### src/rtl/cpu_pkg.sv
// Shared fetch-path types and constants: widths, PC step, FSM state encoding,
// and the packed entry carried by the instruction queue.
package cpu_pkg;

    localparam int INSTR_W = 32;
    localparam int ADDR_W  = 64;

    localparam logic [ADDR_W-1:0] PC_STEP = 64'd4;

    typedef enum logic {
        IDLE  = 1'b0,
        FETCH = 1'b1
    } fetch_state_e;

    typedef struct packed {
        logic [ADDR_W-1:0]  pc;
        logic [INSTR_W-1:0] instr;
    } iq_entry_t;

    // Sequential fetch address; wraps naturally at 2^64.
    function automatic logic [ADDR_W-1:0] next_pc(input logic [ADDR_W-1:0] pc);
        return pc + PC_STEP;
    endfunction

endpackage

### src/rtl/instr_fetch_if.sv
// Fetch-unit bundle: instruction memory request/response, decode-side output
// and control-flow redirect. master = fetch unit, slave = memory/consumer side.
interface instr_fetch_if;
    import cpu_pkg::*;

    logic               imem_req_valid;
    logic               imem_req_ready;
    logic [ADDR_W-1:0]  imem_req_addr;

    logic               imem_rsp_valid;
    logic [INSTR_W-1:0] imem_rsp_data;

    logic               out_valid;
    logic               out_ready;
    logic [INSTR_W-1:0] out_instr;
    logic [ADDR_W-1:0]  out_pc;

    logic               redirect_valid;
    logic [ADDR_W-1:0]  redirect_pc;

    modport master (
        output imem_req_valid,
        output imem_req_addr,
        input  imem_req_ready,
        input  imem_rsp_valid,
        input  imem_rsp_data,
        output out_valid,
        output out_instr,
        output out_pc,
        input  out_ready,
        input  redirect_valid,
        input  redirect_pc
    );

    modport slave (
        input  imem_req_valid,
        input  imem_req_addr,
        output imem_req_ready,
        output imem_rsp_valid,
        output imem_rsp_data,
        input  out_valid,
        input  out_instr,
        input  out_pc,
        output out_ready,
        output redirect_valid,
        output redirect_pc
    );

endinterface

### src/rtl/fetch_fifo.sv
// Power-of-two synchronous FIFO with occupancy count and synchronous flush.
// Push is accepted when full only if a pop happens in the same cycle.
module fetch_fifo #(
    parameter int unsigned WIDTH = 32,
    parameter int unsigned DEPTH = 4,
    localparam int unsigned PTR_W = (DEPTH > 1) ? $clog2(DEPTH) : 1,
    localparam int unsigned CNT_W = $clog2(DEPTH) + 1
) (
    input  logic             clk,
    input  logic             rst,
    input  logic             flush,
    input  logic             push,
    input  logic [WIDTH-1:0] push_data,
    input  logic             pop,
    output logic [WIDTH-1:0] head,
    output logic             full,
    output logic             empty,
    output logic [CNT_W-1:0] count
);

    logic [WIDTH-1:0] mem [DEPTH];
    logic [PTR_W-1:0] wr_ptr;
    logic [PTR_W-1:0] rd_ptr;
    logic [CNT_W-1:0] count_q;
    logic             do_push;
    logic             do_pop;

    assign empty   = (count_q == '0);
    assign full    = (count_q == CNT_W'(DEPTH));
    assign count   = count_q;
    assign head    = mem[rd_ptr];
    assign do_pop  = pop && !empty;
    assign do_push = push && (!full || do_pop);

    always_ff @(posedge clk or negedge rst) begin
        if (!rst) begin
            wr_ptr  <= '0;
            rd_ptr  <= '0;
            count_q <= '0;
        end else if (flush) begin
            wr_ptr  <= '0;
            rd_ptr  <= '0;
            count_q <= '0;
        end else begin
            if (do_push) begin
                wr_ptr <= wr_ptr + PTR_W'(1);
            end
            if (do_pop) begin
                rd_ptr <= rd_ptr + PTR_W'(1);
            end
            if (do_push && !do_pop) begin
                count_q <= count_q + CNT_W'(1);
            end else if (do_pop && !do_push) begin
                count_q <= count_q - CNT_W'(1);
            end
        end
    end

    // Storage needs no reset: entries are only visible through count/pointers.
    always_ff @(posedge clk) begin
        if (do_push && !flush) begin
            mem[wr_ptr] <= push_data;
        end
    end

endmodule

### src/rtl/instr_fetch.sv
// Instruction fetch front end: credit-limited in-order requests, PC FIFO for
// outstanding requests, instruction queue to decode, redirect with stale drop.
//
//   state | meaning
//   IDLE  | first cycle after reset release, no requests issued
//   FETCH | issuing requests under credit, accepting responses, delivering
module instr_fetch
    import cpu_pkg::*;
#(
    parameter int unsigned       DEPTH    = 4,
    parameter logic [ADDR_W-1:0] RESET_PC = 64'h0
) (
    input  logic          clk,
    input  logic          rst,
    instr_fetch_if.master bus
);

    localparam int unsigned CNT_W   = $clog2(DEPTH) + 1;
    localparam int unsigned ENTRY_W = $bits(iq_entry_t);

    fetch_state_e      state_q;
    fetch_state_e      state_d;
    logic [ADDR_W-1:0] fetch_pc_q;
    logic [CNT_W-1:0]  stale_q;
    logic [CNT_W-1:0]  stale_d;

    logic [CNT_W-1:0]  iq_count;
    logic [CNT_W-1:0]  pcq_count;
    logic [CNT_W-1:0]  live_cnt;
    logic [CNT_W:0]    credit_sum;
    logic [CNT_W:0]    pcq_after;
    logic              iq_full;
    logic              iq_empty;
    logic              pcq_full;
    logic              pcq_empty;
    logic [ADDR_W-1:0] pcq_head;
    iq_entry_t         iq_head;
    iq_entry_t         iq_push_entry;

    logic              in_fetch;
    logic              credit_ok;
    logic              req_valid;
    logic              req_fire;
    logic              redirect_fetch;
    logic              rsp_fire;
    logic              rsp_stale;
    logic              rsp_live;
    logic              out_valid;
    logic              out_fire;

    assign in_fetch       = (state_q == FETCH);
    assign redirect_fetch = in_fetch && bus.redirect_valid;

    // Stale entries are always the oldest in the PC FIFO because responses are in order.
    assign live_cnt   = pcq_count - stale_q;
    assign credit_sum = {1'b0, iq_count} + {1'b0, live_cnt};
    assign credit_ok  = (credit_sum < (CNT_W+1)'(DEPTH)) && !pcq_full && !iq_full;

    always_comb begin
        state_d   = state_q;
        req_valid = 1'b0;
        case (state_q)
            IDLE: begin
                state_d = FETCH;
            end
            FETCH: begin
                req_valid = credit_ok;
            end
            default: begin
                state_d = IDLE;
            end
        endcase
    end

    always_ff @(posedge clk or negedge rst) begin
        if (!rst) begin
            state_q <= IDLE;
        end else begin
            state_q <= state_d;
        end
    end

    assign req_fire  = req_valid && bus.imem_req_ready;
    assign rsp_fire  = in_fetch && bus.imem_rsp_valid && !pcq_empty;
    assign rsp_stale = rsp_fire && (bus.redirect_valid || (stale_q != '0));
    assign rsp_live  = rsp_fire && !rsp_stale;

    // On redirect everything still in flight after this edge becomes stale,
    // including a request accepted in the redirect cycle itself.
    assign pcq_after = {1'b0, pcq_count} + (CNT_W+1)'(req_fire) - (CNT_W+1)'(rsp_fire);

    always_comb begin
        stale_d = stale_q;
        if (redirect_fetch) begin
            stale_d = CNT_W'(pcq_after);
        end else if (rsp_stale) begin
            stale_d = stale_q - CNT_W'(1);
        end
    end

    always_ff @(posedge clk or negedge rst) begin
        if (!rst) begin
            fetch_pc_q <= RESET_PC;
            stale_q    <= '0;
        end else begin
            stale_q <= stale_d;
            if (bus.redirect_valid) begin
                fetch_pc_q <= bus.redirect_pc;
            end else if (req_fire) begin
                fetch_pc_q <= next_pc(fetch_pc_q);
            end
        end
    end

    fetch_fifo #(
        .WIDTH (ADDR_W),
        .DEPTH (DEPTH)
    ) u_pc_fifo (
        .clk       (clk),
        .rst       (rst),
        .flush     (1'b0),
        .push      (req_fire),
        .push_data (fetch_pc_q),
        .pop       (rsp_fire),
        .head      (pcq_head),
        .full      (pcq_full),
        .empty     (pcq_empty),
        .count     (pcq_count)
    );

    assign iq_push_entry.pc    = pcq_head;
    assign iq_push_entry.instr = bus.imem_rsp_data;

    // Flush wins over the pop; the consumer still takes the head this cycle.
    fetch_fifo #(
        .WIDTH (ENTRY_W),
        .DEPTH (DEPTH)
    ) u_instr_queue (
        .clk       (clk),
        .rst       (rst),
        .flush     (redirect_fetch),
        .push      (rsp_live),
        .push_data (iq_push_entry),
        .pop       (out_fire),
        .head      (iq_head),
        .full      (iq_full),
        .empty     (iq_empty),
        .count     (iq_count)
    );

    assign out_valid = !iq_empty;
    assign out_fire  = out_valid && bus.out_ready;

    assign bus.imem_req_valid = req_valid;
    assign bus.imem_req_addr  = fetch_pc_q;
    assign bus.out_valid      = out_valid;
    assign bus.out_instr      = out_valid ? iq_head.instr : '0;
    assign bus.out_pc         = out_valid ? iq_head.pc : '0;

endmodule

### src/flat_wrapper.sv
// flat-port wrapper written by rule: the top's interface ports become plain ports
module instr_fetch_flat import cpu_pkg::*;
#(
    parameter int unsigned       DEPTH    = 4,
    parameter logic [ADDR_W-1:0] RESET_PC = 64'h0
)
  (clk, rst, bus_imem_req_valid, bus_imem_req_addr, bus_imem_req_ready, bus_imem_rsp_valid, bus_imem_rsp_data, bus_out_valid, bus_out_instr, bus_out_pc, bus_out_ready, bus_redirect_valid, bus_redirect_pc);
  instr_fetch_if bus_i ();
  input  logic clk;
  input  logic rst;
  output wire logic [$bits(bus_i.imem_req_valid)-1:0] bus_imem_req_valid;
  output wire logic [$bits(bus_i.imem_req_addr)-1:0] bus_imem_req_addr;
  input wire logic [$bits(bus_i.imem_req_ready)-1:0] bus_imem_req_ready;
  input wire logic [$bits(bus_i.imem_rsp_valid)-1:0] bus_imem_rsp_valid;
  input wire logic [$bits(bus_i.imem_rsp_data)-1:0] bus_imem_rsp_data;
  output wire logic [$bits(bus_i.out_valid)-1:0] bus_out_valid;
  output wire logic [$bits(bus_i.out_instr)-1:0] bus_out_instr;
  output wire logic [$bits(bus_i.out_pc)-1:0] bus_out_pc;
  input wire logic [$bits(bus_i.out_ready)-1:0] bus_out_ready;
  input wire logic [$bits(bus_i.redirect_valid)-1:0] bus_redirect_valid;
  input wire logic [$bits(bus_i.redirect_pc)-1:0] bus_redirect_pc;
  assign bus_imem_req_valid = bus_i.imem_req_valid;
  assign bus_imem_req_addr = bus_i.imem_req_addr;
  assign bus_i.imem_req_ready = bus_imem_req_ready;
  assign bus_i.imem_rsp_valid = bus_imem_rsp_valid;
  assign bus_i.imem_rsp_data = bus_imem_rsp_data;
  assign bus_out_valid = bus_i.out_valid;
  assign bus_out_instr = bus_i.out_instr;
  assign bus_out_pc = bus_i.out_pc;
  assign bus_i.out_ready = bus_out_ready;
  assign bus_i.redirect_valid = bus_redirect_valid;
  assign bus_i.redirect_pc = bus_redirect_pc;
  instr_fetch #(.DEPTH(DEPTH), .RESET_PC(RESET_PC)) u_core (.clk(clk), .rst(rst), .bus(bus_i));
endmodule
### config.mk
export PLATFORM = sky130hd
export DESIGN_NAME = instr_fetch_flat
export DESIGN_NICKNAME = d
export VERILOG_FILES = /design/src/rtl/cpu_pkg.sv /design/src/rtl/instr_fetch_if.sv /design/src/rtl/fetch_fifo.sv /design/src/rtl/instr_fetch.sv /design/src/flat_wrapper.sv
export SDC_FILE = /design/constraint.sdc
export NUM_CORES = 1
export LEC_CHECK = 0
export CORE_MARGIN = 2
export CORE_UTILIZATION = 55
export CTS_CLUSTER_DIAMETER = 150
export DETAILED_ROUTE_END_ITERATION = 6
export PLACE_DENSITY = 0.75
export SLEW_MARGIN = 10
export SYNTH_ARGS = -nofsm -noshare
export SYNTH_HDL_FRONTEND = slang
export SYNTH_SLANG_ARGS = --single-unit
### constraint.sdc
create_clock -name clk -period 12.1 [get_ports clk]
set_input_delay 2.42 -clock clk [delete_from_list [all_inputs] [get_ports clk]]
set_output_delay 2.42 -clock clk [all_outputs]
set_load 0.01 [all_outputs]
==> flow_summary.yaml <==
# implementation run metrics
status:
  status: "complete, no violations"
power:
  power.leakage_uw: 0.01107
  vdd_drop_max_uv: 126.2
  power.density_mw_per_mm2: 213.3
sta:
  tightest_slew_ps: 1098
  slew_headroom: 0.2678
  maxSlewViolCount: 0
  setup_tns_ps: 0
  final-setup-viol-count: 0
  max_freq_ghz: 0.1516
  fin_crit_sh: 0.5453
  fin_worst_skew_ps: 18.12
  finalHoldViolCount: 0
  min_period_ps: 6598
  rsz0062_at_grt: "false"
clocking:
  clk_latency_ps: 590
  cts_hold_buffers: 0
  clkSlewWorstSetupHoldPaths_ps: 60
  cts_tree: "done"
  cts_root_buf: "clkbuf_16"
  cts.sinks: 722
  ctsHtreeMaxLevel: 3
  ctsResizeCount: 0
  cts_buffers: 71
  post-cts-setup-buffer-count: 0
  clockBufferDepth: 3
placed_design:
  dp_cells: 2406
  io_buffers: 263
  gp_congestion: 0.7828
  dp_hpwl_um: 36860
setup_path:
  r2r_start: "u_core.u_pc_fifo.count[0]"
  cp_max_fo: 43
  crit_chain: "buf_4 > buf_4 > mux4_2 > and2_1 > clkdlybuf4s50_1"
  cp.arrival_ps: 4180
  r2r_cells: 17
  start_kind: "flip-flop"
  rrSetupSlack_ps: 7130
  cp_slowest_stage_delay_ps: 790
  crit_family: "buffers and inverters"
  path_buffers: 3
  path_class: "flip-flop to output pin"
  r2r-end: "u_core.stale_q[2]"
  cp.required_ps: 9680
  cp-end-kind: "output pin"
  worst_path_max_delay_cell: "buf_4"
  cpMostUsedCell: "buf_4"
floorplanning:
  io_pins: 264
  coreArea_mm2: 0.05141
  die_area_mm2: 0.05403
  initCoreUtil: 0.5583
  die_w_um: 232.4
  die_y_um: 232.4
job:
  cap_violations: 0
  log.warning_count: 33
route:
  routed-wl-met3_um: 4321
  firstDrtPassIters: 5
  drt-initial-drc-count: 1408
  via_count: 15347
  drc_errors: 0
  ant_nets: 0
  wl_met2_um: 30410
  vias_per_cell: 6.064
  drt-met1-wl_um: 25710
  routed.top_layer: "met4"
layout:
  logic_area_mm2: 0.007048
  syn_to_final_growth_pct: 19.37
  fin_nets: 1923
  ff_latch_area_mm2: 0.02129
  n_fill_cell: 3377
  drive_above_1_share: 0.1681
synthesis:
  synthAoiAreaFrac: 0.02267
  synth.avg_cell_area_um2: 18.89
  top_area_frac: 0.6696
  yosys_area_mm2: 0.02870
  edf_count: 640
  synth.distinct_cells: 47
  async_flop_share: 0.1136
  netlist_area_mm2: 0.02870
  ys_cells: 1519
  ys_seq_share: 0.7411
  synth-xor-area-share: 0.01129
  ys.flops: 722
  yosys_warnings: 0
  syn_nets: 1643
  area_leaders: "edfxtp_1, mux4_2, dfrtp_1"
  muxShareOfSynthArea: 0.1278
  adder_share: 0.01064
  largest_area_cell: "edfxtp_1"
  yosys.area_share.simple: 0.07215
  logic_family: "multiplexers"
  syn_inst: 1519
  ys.flop_type: "edfxtp_1"
global_routing:
  grt.overflow.total: 0
  grt_pass1_wl_um: 93920
  antenna_found_initial: 0
  grt_pass1_vias: 15568
  grt_max_degree: 100
hold_path:
  hold_start: "u_core.u_instr_queue.wr_ptr[0]"
  min_to: "u_core.u_instr_queue.wr_ptr[0]"
  holdCritPathClass: "flip-flop to flip-flop"
  whs_path_depth: 1
[synthesized netlist by cell type (all sizes together), types with 5 or more instances]
cell    instances
nand3          25
xor2           11
nor3            9
buf            31
nor4           20
o21ai          47
inv            26
a31oi          33
nand4          26
o31ai          16
clkbuf         44
xnor2          26
nor2           47
o211ai          5
nand2          63
and3            9
dfrtp          82
or4            21
mux4          160
or3            25
ha             18
and2          107
edfxtp        640
[registers in the layout, summed over array words and instances (netlist names)]
signal	flops
u_core.u_instr_queue.mem	384
u_core.u_pc_fifo.mem	256
u_core.bus.imem_req_addr	64
u_core.stale_q	3
u_core.u_instr_queue.count	3
u_core.u_pc_fifo.count	3
u_core.u_instr_queue.rd_ptr	2
u_core.u_instr_queue.wr_ptr	2
u_core.u_pc_fifo.rd_ptr	2
u_core.u_pc_fifo.wr_ptr	2
u_core.in_fetch	1
[how the worst max path moves through the flow]
stage / end / cells past startpoint / slack [ps] / from
after CTS: bus_out_pc[7] / 5 / 5320 / u_core.u_instr_queue.rd_ptr[0]
final: bus_out_pc[7] / 5 / 5500 / u_core.u_instr_queue.rd_ptr[0]
after global placement: bus_out_pc[7] / 5 / 6010 / u_core.u_instr_queue.rd_ptr[0]
after global routing: bus_out_pc[7] / 5 / 5130 / u_core.u_instr_queue.rd_ptr[0]
after floorplan: u_core.u_instr_queue.mem[0][0] / 5 / 6100 / bus_imem_rsp_valid
after detailed placement: bus_out_pc[7] / 5 / 5980 / u_core.u_instr_queue.rd_ptr[0]
[metal layers]
metal | vias up | GRT usage
li1 | 6644 | -
met1 | 7986 | 0.3327
met2 | 604 | 0.3730
met3 | 113 | 0.03995
met4 | 0 | 0.09054
met5 | - | 0
[through the flow]
step                cell area [um2]  utilization  setup slack, ps  hold WS (ps)  power, uW
floorplan                     28700            -             6103         502.9       4418
global placement              32050       0.6235             6014         525.6       5224
detailed placement            32050       0.6235             5978         537.2       5279
CTS                           34260       0.6664             5317         544.8       7373
global route                  34260       0.6664             5126         583.8       7610
finish                        34260       0.6665             5502         546.1       7308
[final cells by class]
cell class	count	share of cell area
Sequential cell	722	0.6213
Clock inverter	22	0.005953
Timing Repair Buffer	282	0.08078
Inverter	26	0.002848
Multi-Input combinational cell	696	0.2057
Antenna cell	1	0.00007304
Clock buffer	102	0.05854
Tap cell	680	0.02483
[placed cells by master (no fill, tap or decap), types with 5 or more instances in the layout]
cell type,n
o21ai_1,17
nand2_1,63
clkdlybuf4s50_1,261
nor4_1,13
o211ai_1,5
o21ai_0,30
clkinv_2,7
nand3_1,25
nor2_1,47
edfxtp_1,640
mux4_2,160
and2_4,8
inv_1,25
clkbuf_8,7
ha_1,18
clkinv_1,5
xnor2_1,26
clkbuf_16,73
and3_1,9
nor3_1,9
o31ai_1,16
and2_1,99
a31oi_1,33
clkbuf_1,22
dfrtp_1,78
nor4_2,7
or4_1,21
buf_4,20
xor2_1,11
or3_1,23
nand4_1,25
[where the power goes]
group	leakage (uW)	switching (uW)	internal (uW)	total, uW
registers	0.00672	219	3050	3270
clock network	0.00108	882	1220	2100
logic	0.00327	929	1010	1930
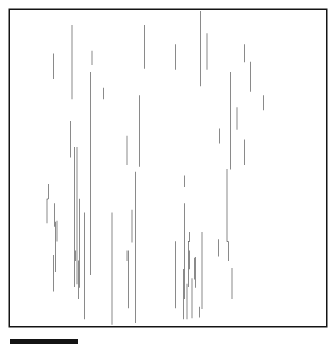
(images/m4.png)
The bar under the picture is 50 um long.
wire length on this layer = 1890 um
longest straight run = 149 um
share of all routed wire = 3.0%
main direction = vertical
nets with wire on the layer = 32

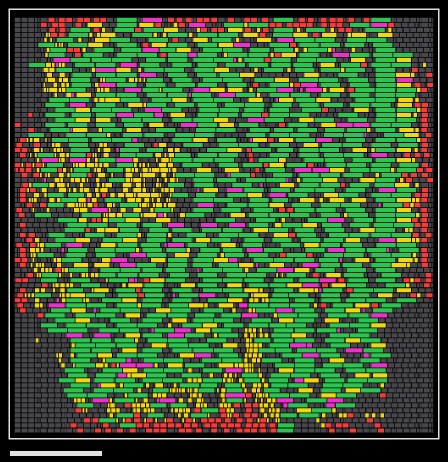
(images/class_map.png)
The bar under the picture is 50 um long. Fill, decap, tap and diode cells in grey.
clock drivers and dummy loads -> magenta  # cells 124
remaining buffers and delay cells -> red  # cells 282
registers -> green  # cells 722
remaining logic cells -> yellow  # cells 722

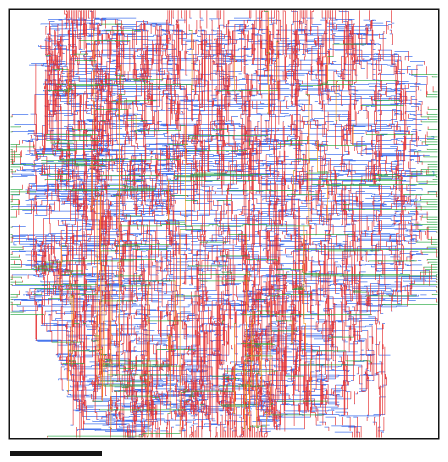
(images/layers.png)
The bar under the picture is 50 um long.
M2 -> red  # wire length 30.4 mm
M4 -> orange  # wire length 1890 um
M1 -> blue  # wire length 25.7 mm
M3 -> green  # wire length 4320 um
final wirelength: 62320 um
WL/cell: 24.62 um
Total Routing Usage GR: 0.2355

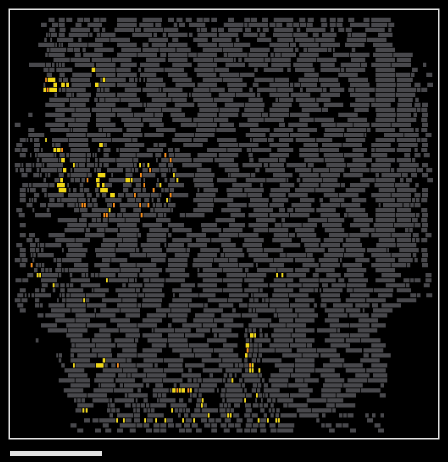
(images/gates.png)
The bar under the picture is 50 um long.
inv cells -> orange  # cells 26, most used inv_1
nor cells -> yellow  # cells 78, most used nor2_1
dominant logic cell type in the layout: edfxtp_1
Finished Layout Cells: 2531
Comb/total area: 0.2057

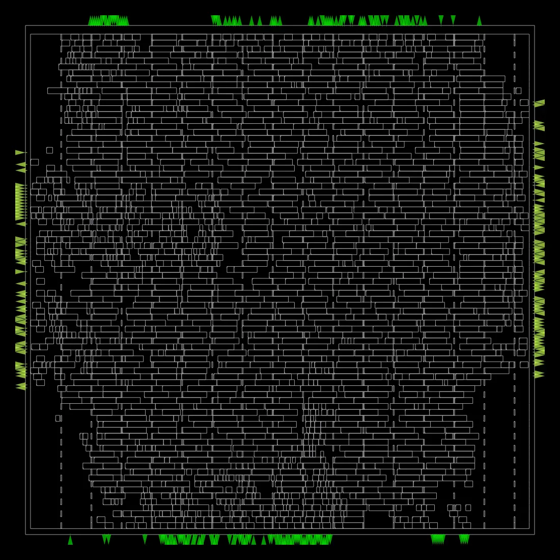
(images/placed.png)
post-route core utilization: 0.6665
Flop Count: 722
Tap Cells: 680
FP Rows: 83

Power is estimated from default activity; no workload was simulated.
